**config.mk**
```make
export PLATFORM = sky130hd
export DESIGN_NAME = stepdir_rx
export DESIGN_NICKNAME = d
export VERILOG_FILES = /design/src/rtl/stepdir_rx.sv
export SDC_FILE = /design/constraint.sdc
export NUM_CORES = 1
export LEC_CHECK = 0
export CAP_MARGIN = 20
export CORE_MARGIN = 1
export CORE_UTILIZATION = 57
export DETAILED_ROUTE_END_ITERATION = 8
export PLACE_DENSITY = 0.77
export SLEW_MARGIN = 25
export SYNTH_ARGS = -nofsm -noshare
export SYNTH_HDL_FRONTEND = slang
export SYNTH_SLANG_ARGS = --single-unit
```
**constraint.sdc**
```tcl
create_clock -name clk -period 4.3 [get_ports clk]
set_clock_uncertainty 0.05 [all_clocks]
set_input_delay 0.86 -clock clk [delete_from_list [all_inputs] [get_ports clk]]
set_output_delay 0.86 -clock clk [all_outputs]
set_load 0.05 [all_outputs]
```
**src/rtl/stepdir_rx.sv**
```systemverilog
// STEP/DIR/ENABLE receiver: sync, deglitch, position and period tracking,
// with sticky DIR-setup and STEP-width violation flags.
`timescale 1ns/1ps
module stepdir_rx #(
  parameter int FILT_LEN  = 4,
  parameter int POS_W     = 32,
  parameter int PER_W     = 24,
  parameter int DIR_SETUP = 10,
  parameter int MIN_HIGH  = 5,
  parameter int TIMEOUT   = 1000000
) (
  input  logic             clk,
  input  logic             rst_n,
  input  logic             step_in,
  input  logic             dir_in,
  input  logic             enable_n_in,
  input  logic             clr_pos,
  input  logic             err_clr,
  output logic [POS_W-1:0] position,
  output logic             step_pulse,
  output logic             step_dir,
  output logic [PER_W-1:0] period,
  output logic             period_valid,
  output logic             moving,
  output logic             err_setup,
  output logic             err_pulse
);

  localparam int FW = (FILT_LEN > 1) ? $clog2(FILT_LEN) : 1;
  localparam int SW = $clog2(DIR_SETUP + 1);
  localparam int HW = $clog2(MIN_HIGH + 1);

  localparam logic [FW-1:0] F_LAST = FW'(FILT_LEN - 1);
  localparam logic [SW-1:0] S_MAX = SW'(DIR_SETUP);
  localparam logic [HW-1:0] H_MAX = HW'(MIN_HIGH);
  localparam logic [PER_W-1:0] T_OUT = PER_W'(TIMEOUT);
  localparam logic [PER_W-1:0] P_MAX = '1;

  localparam logic [1:0] S_DIS   = 2'd0;
  localparam logic [1:0] S_WAIT1 = 2'd1;
  localparam logic [1:0] S_WAIT2 = 2'd2;
  localparam logic [1:0] S_RUN   = 2'd3;

  // bit 0 = step, bit 1 = dir, bit 2 = enable_n
  logic [2:0]    pin;
  logic [2:0]    sync1;
  logic [2:0]    sync2;
  logic [2:0]    filt;
  logic [2:0]    chg;
  logic [FW-1:0] fcnt [3];
  logic [1:0]    vld;

  assign pin = {enable_n_in, dir_in, step_in};

  always_comb begin
    chg = '0;
    for (int i = 0; i < 3; i++) begin
      chg[i] = vld[1] && (sync2[i] != filt[i])
               && (fcnt[i] == F_LAST);
    end
  end

  // vld keeps the cleared synchroniser contents out of the filters
  always_ff @(posedge clk or negedge rst_n) begin
    if (!rst_n) begin
      sync1 <= '0;
      sync2 <= '0;
      vld   <= '0;
      filt  <= 3'b100;
      for (int i = 0; i < 3; i++) fcnt[i] <= '0;
    end else begin
      sync1 <= pin;
      sync2 <= sync1;
      vld   <= {vld[0], 1'b1};
      filt  <= filt ^ chg;
      for (int i = 0; i < 3; i++) begin
        if (!vld[1] || sync2[i] == filt[i] || chg[i])
          fcnt[i] <= '0;
        else
          fcnt[i] <= fcnt[i] + FW'(1);
      end
    end
  end

  logic step_f;
  logic dir_f;
  logic en_n_f;

  assign step_f = filt[0];
  assign dir_f  = filt[1];
  assign en_n_f = filt[2];

  logic             step_d;
  logic             armed;
  logic [SW-1:0]    scnt;
  logic [HW-1:0]    hcnt;
  logic [PER_W-1:0] pcnt;
  logic [1:0]       state;
  logic [1:0]       state_nxt;

  logic rise;
  logic fall;
  logic evt;
  logic setup_bad;
  logic width_bad;
  logic tmo;

  assign rise = step_f & ~step_d;
  assign fall = ~step_f & step_d;
  assign evt  = rise & armed & ~en_n_f
                & (state != S_DIS);
  assign setup_bad = evt & (chg[1] | (scnt != S_MAX));
  assign width_bad = fall & (hcnt != H_MAX);
  assign tmo = pcnt >= T_OUT;

  always_comb begin
    state_nxt = state;
    if (en_n_f) begin
      state_nxt = S_DIS;
    end else begin
      unique case (state)
        S_DIS:   state_nxt = S_WAIT1;
        S_WAIT1: if (evt) state_nxt = S_WAIT2;
        S_WAIT2: begin
          if (evt)      state_nxt = S_RUN;
          else if (tmo) state_nxt = S_WAIT1;
        end
        S_RUN:   if (!evt && tmo) state_nxt = S_WAIT1;
        default: state_nxt = S_DIS;
      endcase
    end
  end

  // a level present at reset release must drop before it can count
  always_ff @(posedge clk or negedge rst_n) begin
    if (!rst_n) begin
      step_d <= 1'b0;
      armed  <= 1'b0;
      scnt   <= S_MAX;
      hcnt   <= '0;
      pcnt   <= '0;
      state  <= S_DIS;
    end else begin
      step_d <= step_f;
      armed  <= armed | (vld[1] & ~sync2[0]);
      state  <= state_nxt;
      if (chg[1])
        scnt <= '0;
      else if (scnt != S_MAX)
        scnt <= scnt + SW'(1);
      if (!step_f)
        hcnt <= '0;
      else if (step_d && hcnt != H_MAX)
        hcnt <= hcnt + HW'(1);
      if (en_n_f)
        pcnt <= '0;
      else if (evt)
        pcnt <= PER_W'(1);
      else if (pcnt != P_MAX)
        pcnt <= pcnt + PER_W'(1);
    end
  end

  always_ff @(posedge clk or negedge rst_n) begin
    if (!rst_n) begin
      position   <= '0;
      step_pulse <= 1'b0;
      step_dir   <= 1'b0;
      period     <= '0;
      err_setup  <= 1'b0;
      err_pulse  <= 1'b0;
    end else begin
      step_pulse <= evt;
      if (evt) step_dir <= dir_f;
      if (clr_pos)
        position <= '0;
      else if (evt)
        position <= dir_f ? position - POS_W'(1)
                          : position + POS_W'(1);
      if (evt && state[1])
        period <= pcnt;
      if (setup_bad)    err_setup <= 1'b1;
      else if (err_clr) err_setup <= 1'b0;
      if (width_bad)    err_pulse <= 1'b1;
      else if (err_clr) err_pulse <= 1'b0;
    end
  end

  assign moving       = state[1];
  assign period_valid = (state == S_RUN);

endmodule

```
Fig. 1: met4 routing
The bar under the picture is 20 um long.
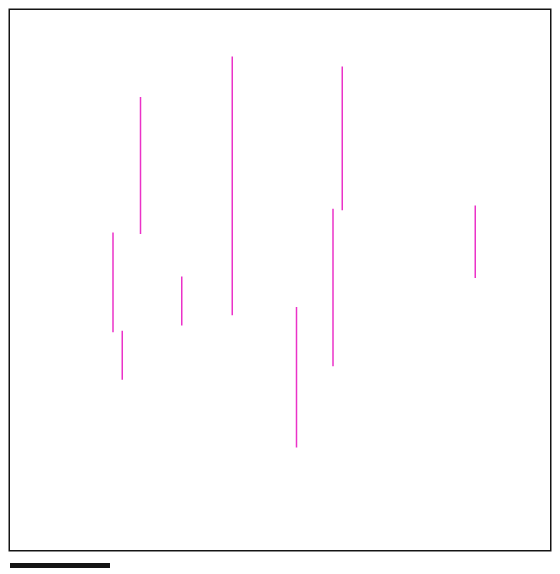
The wires run mostly vertical. 5 nets have wire on it. The layer holds 1.5% of the routed length. The longest straight run is 51.7 um. The layer carries 220 um of wire.
via count: 5228
DRT Wirelength: 14200 um

==> run notes <==
run results: Setup WS pre-CTS 0.907 ns, unrepaired setup endpoints after global routing no, maximum number of pins on one net before global-route repair 86, CTS tree yes, Seq share, synth 0.435, Die Size 11800 um^2, CTS resizes 0, Worst Hold Class flop to flop, all-layer global routing usage 0.263, Yosys cell types 62, Max-Cap Viols 0, asr flop ratio synth 1.00, Post-synth area hogs dfrtp_1 42%, ha_1 8.5%, nand2_1 5.8%, a21oi_1 5.3%, mux2_2 3.5%, Reg-to-Reg Start filt[1], Ports 69, Gate Count Post-Synth 688, run status finished, final reports clean, Lkg Pwr 3.46 nW, Via density 5.87, Critical Path AT 3.66 ns, post-route cell area 7560 um^2, final std cells w/o fill 890, TritonRoute pass-1 iters 4, clk sinks 112, area share of the largest cell type after synthesis 0.423, die width 108 um, CTS hold repair buffers 0, Routed Antenna Nets 0, worst setup path startpoint filt[1], Yosys warning count 0, Final Hold Vio Count 0, PortBufs 68, nets 797, Yosys Instances 688, Chip Area, Yosys 6450 um^2, dominant logic cell types in the final layout 109 x dfrtp_1, 99 x nand2_1, 68 x a21oi_1, Die Y 108 um, WP data required 4.55 ns, crit-path max FO 18, final-report max-slew violation count 0, CTS buffer count 9, ys flop type dfrtp_1, clock root buffer master clkbuf_16
Fig. 2: congestion heat map
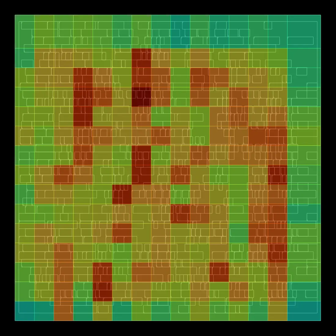
M1 GR Usage: 0.333
fin util: 0.691
Most Used Layer, Global Route: met2
met3 usage: 0.0518
average routed wire per standard cell: 16.0 um

critical path, stage by stage (launching register included):
cell and delay [ns]:
dfrtp_1 0.59, buf_4 0.33, ha_1 0.46, nand4_1 0.16
or2_2 0.32, a211oi_1 0.23, nor2_1 0.10, a31oi_1 0.45
a21oi_1 0.17, or4_1 0.42, nand3_1 0.08
cells in the mapped netlist, types with 2 or more instances:
cell type / n
a211oi_1: 8
a21o_1: 11
a21oi_1: 68
a31oi_1: 6
a41o_1: 2
a41oi_1: 2
and2_1: 5
and3_1: 8
and4_1: 2
buf_2: 3
clkbuf_1: 25
dfrtp_1: 109
dfstp_2: 3
ha_1: 44
inv_1: 24
mux2_2: 20
nand2_1: 100
nand2b_1: 8
nand3_1: 16
nand3b_1: 6
nand4_1: 8
nand4b_1: 2
nor2_1: 36
nor2b_1: 5
nor3_1: 11
nor3b_1: 5
nor4_1: 4
nor4b_1: 3
nor4bb_1: 2
o2111ai_1: 2
o211a_1: 2
o211ai_1: 8
o21a_1: 2
o21ai_0: 41
o311a_1: 2
or2_2: 3
or3_1: 13
or4_1: 2
xnor2_1: 23
xor2_1: 22
sequential cells by signal (all words and copies together) (netlist names), 2 cells and up:
| register | count |
|---|---|
| fcnt | 6 |
| filt | 3 |
| hcnt | 3 |
| pcnt | 24 |
| period | 24 |
| position | 32 |
| scnt | 4 |
| state | 2 |
| sync1 | 3 |
| sync2 | 3 |
| vld | 2 |
final timing paths:
kind | to | slack [ns] | cells past startpoint
max in group asynchronous | pcnt[5] | 2.99 | 2
setup / recovery | position[24] | 0.89 | 10
hold / removal | vld[1] | 0.30 | 0
setup reg to reg | position[24] | 0.89 | 10
min in group asynchronous | position[13] | 0.49 | 1
hold reg to reg | vld[1] | 0.30 | 0
where the power goes:
group	internal, mW	switching, mW
registers	1.18	0.126
logic	0.366	0.664
clock network	0.414	0.424
total	1.96	1.21
final cells by class:
type | instances | area (um^2) | area share
Multi-Input combinational cell | 521 | 3440 | 0.455
Tap cell | 140 | 175 | 0.0232
Clock buffer | 9 | 225 | 0.0298
Clock inverter | 7 | 85.1 | 0.0113
Inverter | 25 | 93.8 | 0.0124
Sequential cell | 112 | 2810 | 0.371
Timing Repair Buffer | 76 | 737 | 0.0975
kinds of logic (layout without fill, tap and decap cells):
kind of cell / after synthesis / after routing / share of synthesized area
AOI/OAI and AO/OA: 165 / 165 / 0.154
xor gates and xnor gates: 45 / 45 / 0.0611
and+or+nand+nor: 244 / 244 / 0.192
DFF: 112 / 112 / 0.435
other: 1 / 1 / 0.000581
muxes: 21 / 21 / 0.0364
adders and majority gates: 45 / 45 / 0.0884
buffers and inverters: 55 / 117 / 0.0328
metal layers:
metal / part of all wire / vias up / GRT usage
met1: 0.44 / 2560 / 0.333
met5: 0 / - / 0
met4: 0.015 / 0 / 0.0936
li1: - / 2558 / -
met2: 0.50 / 91 / 0.445
met3: 0.036 / 19 / 0.0518
Power is estimated from default activity; no workload was simulated.
